==> images/met3.png <==
Cells faint in the background.
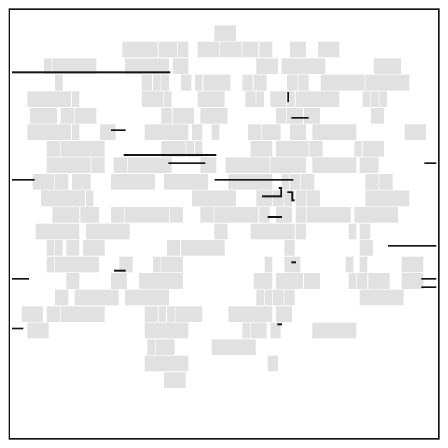
==> images/zoom.png <==
Window x 15 to 55, y 15 to 55 um. Cells in grey, sequential cells in the stronger grey; small squares are vias.
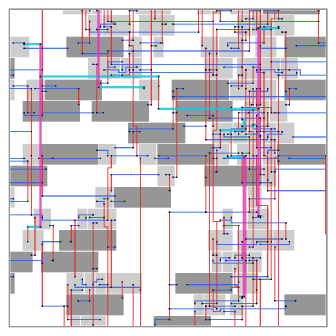
==> images/clock_map.png <==
Scale bar: 20 um.
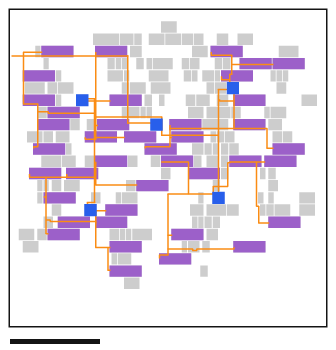
--- src/rtl/hex_counter_ctrl_if.sv ---
// Button inputs and counter status outputs of the hex counter controller.
// Latency: none, wiring only.
// Backpressure: none; keys are raw levels and outputs are free-running.
interface hex_counter_ctrl_if;
  logic       key_up;
  logic       key_down;
  logic       key_clr;
  logic       key_mode;
  logic [3:0] x;
  logic [1:0] mode;
  logic       tick;
  logic       wrap;

  // Stimulus side: drives the raw buttons, observes the counter
  modport master (
    output key_up, key_down, key_clr, key_mode,
    input  x, mode, tick, wrap
  );

  // Controller side: samples the buttons, drives the counter
  modport slave (
    input  key_up, key_down, key_clr, key_mode,
    output x, mode, tick, wrap
  );
endinterface

--- src/rtl/hex_counter_ctrl.sv ---
// Debounced-button and auto-stepping 4-bit counter feeding the 2-digit 7-seg decoder.
// Latency: a key held from edge k takes effect on x/mode at edge k+DEBOUNCE_CYCLES+3.
// Backpressure: none; keys are sampled every cycle and the outputs are free-running.
module hex_counter_ctrl #(
  parameter int DEBOUNCE_CYCLES = 4,
  parameter int TICK_CYCLES     = 10
) (
  input  logic               clk,
  input  logic               rst,
  hex_counter_ctrl_if.slave  bus
);

  localparam int DB_W = (DEBOUNCE_CYCLES > 1) ? $clog2(DEBOUNCE_CYCLES) : 1;
  localparam int PS_W = $clog2(TICK_CYCLES);
  localparam logic [DB_W-1:0] DB_LAST = DB_W'(DEBOUNCE_CYCLES - 1);
  localparam logic [PS_W-1:0] PS_LAST = PS_W'(TICK_CYCLES - 1);

  localparam logic [1:0] MODE_MANUAL = 2'b00;
  localparam logic [1:0] MODE_UP     = 2'b01;
  localparam logic [1:0] MODE_DOWN   = 2'b10;

  // Key bit order everywhere: {mode, clr, down, up}
  logic [3:0] w_keys;
  logic [3:0] r_s1;
  logic [3:0] r_s2;
  logic [3:0] w_db;
  logic [3:0] r_db_d;
  logic [3:0] r_press;

  logic [3:0]      r_x;
  logic [1:0]      r_mode;
  logic [PS_W-1:0] r_ps;
  logic            r_tick;
  logic            r_wrap;

  logic [3:0]      w_x_nxt;
  logic [1:0]      w_mode_nxt;
  logic [PS_W-1:0] w_ps_nxt;
  logic            w_tick_nxt;
  logic            w_wrap_nxt;
  logic            w_step_up;
  logic            w_step_dn;

  logic w_ev_up;
  logic w_ev_dn;
  logic w_ev_clr;
  logic w_ev_mode;

  assign w_keys = {bus.key_mode, bus.key_clr, bus.key_down, bus.key_up};

  // Two-flop synchronizer, debounced-level history and registered press pulses
  always_ff @(posedge clk) begin
    if (rst) begin
      r_s1    <= '0;
      r_s2    <= '0;
      r_db_d  <= '0;
      r_press <= '0;
    end else begin
      r_s1    <= w_keys;
      r_s2    <= r_s1;
      r_db_d  <= w_db;
      r_press <= w_db & ~r_db_d;
    end
  end

  for (genvar g = 0; g < 4; g++) begin : g_db
    logic [DB_W-1:0] r_cnt;
    logic            r_lvl;

    // Accept a new level only after it has held for DEBOUNCE_CYCLES synchronized cycles
    always_ff @(posedge clk) begin
      if (rst) begin
        r_cnt <= '0;
        r_lvl <= 1'b0;
      end else if (r_s2[g] == r_lvl) begin
        r_cnt <= '0;
      end else if (r_cnt == DB_LAST) begin
        r_lvl <= ~r_lvl;
        r_cnt <= '0;
      end else begin
        r_cnt <= r_cnt + 1'b1;
      end
    end

    assign w_db[g] = r_lvl;
  end

  assign w_ev_up   = r_press[0];
  assign w_ev_dn   = r_press[1];
  assign w_ev_clr  = r_press[2];
  assign w_ev_mode = r_press[3];

  // Next-state decision: clear beats mode change, which beats any step
  always_comb begin
    w_x_nxt    = r_x;
    w_mode_nxt = r_mode;
    w_ps_nxt   = r_ps;
    w_tick_nxt = 1'b0;
    w_wrap_nxt = 1'b0;
    w_step_up  = 1'b0;
    w_step_dn  = 1'b0;

    if (w_ev_clr) begin
      w_x_nxt  = 4'd0;
      w_ps_nxt = '0;
    end else if (w_ev_mode) begin
      w_ps_nxt = '0;
      case (r_mode)
        MODE_MANUAL: w_mode_nxt = MODE_UP;
        MODE_UP:     w_mode_nxt = MODE_DOWN;
        default:     w_mode_nxt = MODE_MANUAL;
      endcase
    end else if (r_mode == MODE_MANUAL) begin
      // Simultaneous up and down cancel out
      w_step_up = w_ev_up & ~w_ev_dn;
      w_step_dn = w_ev_dn & ~w_ev_up;
    end else if (r_ps == PS_LAST) begin
      w_ps_nxt   = '0;
      w_tick_nxt = 1'b1;
      w_step_up  = (r_mode == MODE_UP);
      w_step_dn  = (r_mode == MODE_DOWN);
    end else begin
      w_ps_nxt = r_ps + 1'b1;
    end

    if (w_step_up) begin
      w_x_nxt    = r_x + 4'd1;
      w_wrap_nxt = (r_x == 4'hF);
    end else if (w_step_dn) begin
      w_x_nxt    = r_x - 4'd1;
      w_wrap_nxt = (r_x == 4'h0);
    end
  end

  // Counter, mode, prescaler and one-cycle status pulses
  always_ff @(posedge clk) begin
    if (rst) begin
      r_x    <= 4'd0;
      r_mode <= MODE_MANUAL;
      r_ps   <= '0;
      r_tick <= 1'b0;
      r_wrap <= 1'b0;
    end else begin
      r_x    <= w_x_nxt;
      r_mode <= w_mode_nxt;
      r_ps   <= w_ps_nxt;
      r_tick <= w_tick_nxt;
      r_wrap <= w_wrap_nxt;
    end
  end

  assign bus.x    = r_x;
  assign bus.mode = r_mode;
  assign bus.tick = r_tick;
  assign bus.wrap = r_wrap;

endmodule

--- src/flat_wrapper.sv ---
// flat-port wrapper written by rule: the top's interface ports become plain ports
module hex_counter_ctrl_flat 
#(
  parameter int DEBOUNCE_CYCLES = 4,
  parameter int TICK_CYCLES     = 10
)
  (clk, rst, bus_key_up, bus_key_down, bus_key_clr, bus_key_mode, bus_x, bus_mode, bus_tick, bus_wrap);
  hex_counter_ctrl_if bus_i ();
  input  logic clk;
  input  logic rst;
  input wire logic [$bits(bus_i.key_up)-1:0] bus_key_up;
  input wire logic [$bits(bus_i.key_down)-1:0] bus_key_down;
  input wire logic [$bits(bus_i.key_clr)-1:0] bus_key_clr;
  input wire logic [$bits(bus_i.key_mode)-1:0] bus_key_mode;
  output wire logic [$bits(bus_i.x)-1:0] bus_x;
  output wire logic [$bits(bus_i.mode)-1:0] bus_mode;
  output wire logic [$bits(bus_i.tick)-1:0] bus_tick;
  output wire logic [$bits(bus_i.wrap)-1:0] bus_wrap;
  assign bus_i.key_up = bus_key_up;
  assign bus_i.key_down = bus_key_down;
  assign bus_i.key_clr = bus_key_clr;
  assign bus_i.key_mode = bus_key_mode;
  assign bus_x = bus_i.x;
  assign bus_mode = bus_i.mode;
  assign bus_tick = bus_i.tick;
  assign bus_wrap = bus_i.wrap;
  hex_counter_ctrl #(.DEBOUNCE_CYCLES(DEBOUNCE_CYCLES), .TICK_CYCLES(TICK_CYCLES)) u_core (.clk(clk), .rst(rst), .bus(bus_i));
endmodule
--- config.mk ---
export PLATFORM = sky130hd
export DESIGN_NAME = hex_counter_ctrl_flat
export DESIGN_NICKNAME = d
export VERILOG_FILES = /design/src/rtl/hex_counter_ctrl_if.sv /design/src/rtl/hex_counter_ctrl.sv /design/src/flat_wrapper.sv
export SDC_FILE = /design/constraint.sdc
export NUM_CORES = 1
export LEC_CHECK = 0
export ABC_AREA = 0
export CAP_MARGIN = 20
export CORE_MARGIN = 1.5
export CORE_UTILIZATION = 35
export CTS_BUF_LIST = sky130_fd_sc_hd__clkbuf_4
export CTS_CLUSTER_DIAMETER = 50
export DETAILED_ROUTE_END_ITERATION = 16
export SLEW_MARGIN = 20
export SYNTH_ARGS = -nofsm -noshare
export SYNTH_HDL_FRONTEND = slang
export SYNTH_SLANG_ARGS = --single-unit
--- constraint.sdc ---
create_clock -name clk -period 2.6 [get_ports clk]
set_input_delay 0.52 -clock clk [delete_from_list [all_inputs] [get_ports clk]]
set_output_delay 0.52 -clock clk [all_outputs]
set_load 0.005 [all_outputs]
==> GITHUB_STEP_SUMMARY <==
## Implementation flow summary

| Metric | Value |
|---|---|
| Most common cell in the netlist | `dfxtp_1` |
| Sw power | `0.000204 W` |
| Core Area | `0.00435 mm^2` |
| P_int | `between 0.0007 and 0.0008 W` |
| Critical path's slowest cell | `clkdlybuf4s50_1` |
| Max Freq | `between 500 and 600 MHz` |
| WP buf/inv | `1` |
| FFs w/ async S/R, synth | `0%` |
| Clock Tree Buf Depth | `2` |
| Synth flops | `40` |
| Hold buffers post-CTS | `0` |
| FP Util | `36.6%` |
| Wirelength per Cell | `~12 um` |
| Final setup viols | `0` |
| Met1 Use GR | `12.8%` |
| Register area share after synthesis | `around half` |
| Yosys Warn Count | `0` |
| Grt total ovfl | `0` |
| Number of enable flip-flop cells | `0` |
| Clk sinks | `around 40` |
| Crit path DRT | `2.08 ns` |
| CTS tree | `done` |
| Most frequent cells after synthesis | `dfxtp_1, nor2_1, nor2b_1` |
| Startpoint types | `flop` |
| Resized Gates After CTS | `0` |
| Max-slew headroom | `around three fifths` |
| Routability cong. | `0.794` |
| # port buffers | `13` |
| Post-synth top area share | `50.3%` |
| Final Total Pwr | `between 0.0009 and 0.001 W` |
| Nets | `192` |
| Reg power frac | `approximately two thirds` |
| Netlist area before placement | `0.00159 mm^2` |
| DIE AREA | `between 0.004 and 0.005 mm^2` |
| Post-Synthesis Cells | `165` |
| Comb power frac | `3.0%` |
| Final period utilization | `75.6%` |
| Met3 Usage GRT | `3.90%` |
| CP Class | `reg -> out` |
| Yosys top cell by area | `dfxtp_1` |
| Post-Route Setup TNS | `0 ns` |
| Diodes inserted | `0` |
| WP data arrival | `1.45 ns` |
| DRC | `0` |
| DRT Pass-1 Iters | `4` |
| CTS clock-pin slew for the worst setup and hold paths | `0.11 ns` |
| CP peak stage delay | `0.57 ns` |
| Fin area | `0.00182 mm^2` |
| Setup Skew | `0.00682 ns` |
| DP Wirelength | `around 1.9 mm` |
| Largest net degree at the start of global routing | `30` |
| Cell area power density | `523 mW/mm^2` |
| Crit path cell chain | `clkdlybuf4s50_1` |
| First-pass GRT wire length | `4.76 mm` |
| Status | `finished, final reports clean` |
| Vias after detailed routing | `1127` |
| Post-route ant nets | `0` |
| Crit path time final | `just under 2 ns` |
| Top cells by area | `dfxtp_1, nor2b_1, ha_1` |
| Setup crit end kind | `output pin` |
| Worst Tran Pin Value | `0.615 ns` |
| Clock Latency Late Sink | `0.34 ns` |
| Clock Power Share | `31.4%` |
| Vias in the first global route | `1137` |
| Die Y | `roughly 70 um` |
| Vias per cell | `4.88` |
| Floorplan Nets | `about 180` |
| Fill count | `422` |
| Routed WL | `2.67 mm` |
| Layout cells sized above 1 | `7.82%` |
| FF/Latch Area | `801 um^2` |
| Endpoints failing hold | `0` |
| CP max FO | `9` |
| Busiest metal layer after global routing | `met2` |
| GR Util All Layers | `between 10% and 20%` |
| IO Pins | `14` |
| Switching Share | `a little over a fifth` |
| Row count | `24` |
| Family with the most delay on the worst path | `buffers and inverters` |
| GR Util met2 | `21.4%` |
| RSZ-0062 raised after global routing | `false` |
| VDD IR-drop max | `0.324 mV` |
| Drt first-iter violations | `29` |
| Maxcap violations | `0` |
| Tool warnings | `28` |
| Main flop type after synthesis | `dfxtp_1` |
| Chip Area, Yosys | `0.00159 mm^2` |
Back to the opening pictures, met3.png:
longest straight run = 25.8 um
nets with wire on the layer = 13
wire length on this layer = 97.5 um
share of all routed wire = 3.6%

Back to the opening pictures, zoom.png:
met2 -> red
met1 -> blue
met4 -> magenta
met3 -> cyan
most frequent = dfxtp_1 (20), nor2b_1 (9), nor2_1 (7)
sequential cells in the window = 20
netlist names of flops here include = u_core.r_press (4), u_core.g_db.r_lvl (3), u_core.r_db_d (3)
cells with their middle in the window = 80

Back to the opening pictures, clock_map.png:
cells driving clock nets -> blue  # count 5
flip-flops -> purple  # count 40
clock wires -> orange  # length 456 um
routed clock nets = 6

placed cells by master (no fill, tap or decap), drive strengths merged, types with 2 or more instances in the layout:
cell	count
ha	7
or4	2
nor3	7
a41oi	2
nor2b	17
and2b	2
nand2b	2
clkdlybuf4s50	13
nand2	7
inv	8
nand3	4
clkbuf	6
xnor2	6
dfxtp	40
or3	6
nor2	20
mux2i	5
o21ai	4
nor3b	6
a21oi	8
power groups by stage:
stage	sequential (W)	clock, W	combinational (W)
CTS	0.000624	0.000313	0.0000289
global placement	0.000637	0	0.0000273
finish	0.000623	0.000298	0.0000281
detailed placement	0.000638	0	0.0000288
floorplan	0.000637	0	0.0000171
global route	0.000625	0.000341	0.0000320
layer usage:
metal | wire length (um) | share of wire, %
met1 | 1160 | 44
met2 | 1330 | 50
met3 | 97 | 3.6
met4 | 79 | 3.0
met5 | 0 | 0
cell type report:
| class | count | share of cell area (%) |
|---|---|---|
| Timing Repair Buffer | 14 | 7.58 |
| Inverter | 8 | 1.65 |
| Clock buffer | 6 | 2.48 |
| Sequential cell | 40 | 44.1 |
| Clock inverter | 1 | 0.276 |
| Tap cell | 52 | 3.58 |
| Multi-Input combinational cell | 110 | 40.3 |
final timing paths:
check / slack, ns / end / from / depth (start not counted)
worst min register to register: 0.38 / u_core.r_press[3] / u_core.r_db_d[3] / 1
worst min-delay path: 0.38 / u_core.r_press[3] / u_core.r_db_d[3] / 1
worst max-delay path: 0.63 / bus_x[2] / u_core.bus.x[2] / 1
worst max register to register: 0.84 / u_core.bus.x[3] / u_core.bus.mode[0] / 5
sequential cells by signal, indices dropped and copies added (netlist names):
signal / flops
u_core.g_db.r_cnt: 8
u_core.g_db.r_lvl: 4
u_core.bus.wrap: 1
u_core.bus.mode: 2
u_core.r_ps: 4
u_core.bus.x: 4
u_core.r_s2: 4
u_core.r_db_d: 4
u_core.bus.tick: 1
u_core.r_s1: 4
u_core.r_press: 4
stage by stage:
| step | instances | worst slack (ns) | hold WS (ns) | util, % |
|---|---|---|---|---|
| global route | 231 | 0.563 | 0.413 | 41.7 |
| detailed placement | 224 | 0.748 | 0.375 | 40.5 |
| finish | 231 | 0.633 | 0.384 | 41.7 |
| global placement | 224 | 0.798 | 0.372 | 40.5 |
| floorplan | 165 | 0.998 | 0.367 | - |
| CTS | 231 | 0.614 | 0.391 | 41.7 |
logic make-up (layout without fill, tap and decap cells):
kind of cell	count (synthesis)	in the layout	synth area share, %
and+or+nand+nor	76	76	27.0
DFF	40	40	50.3
buffers and inverters	15	29	3.70
AOI/OAI and AO/OA	14	14	5.82
adders and majority gates	7	7	5.50
xor gates and xnor gates	7	7	3.85
muxes	6	6	3.85
Power is estimated from default activity; no workload was simulated.
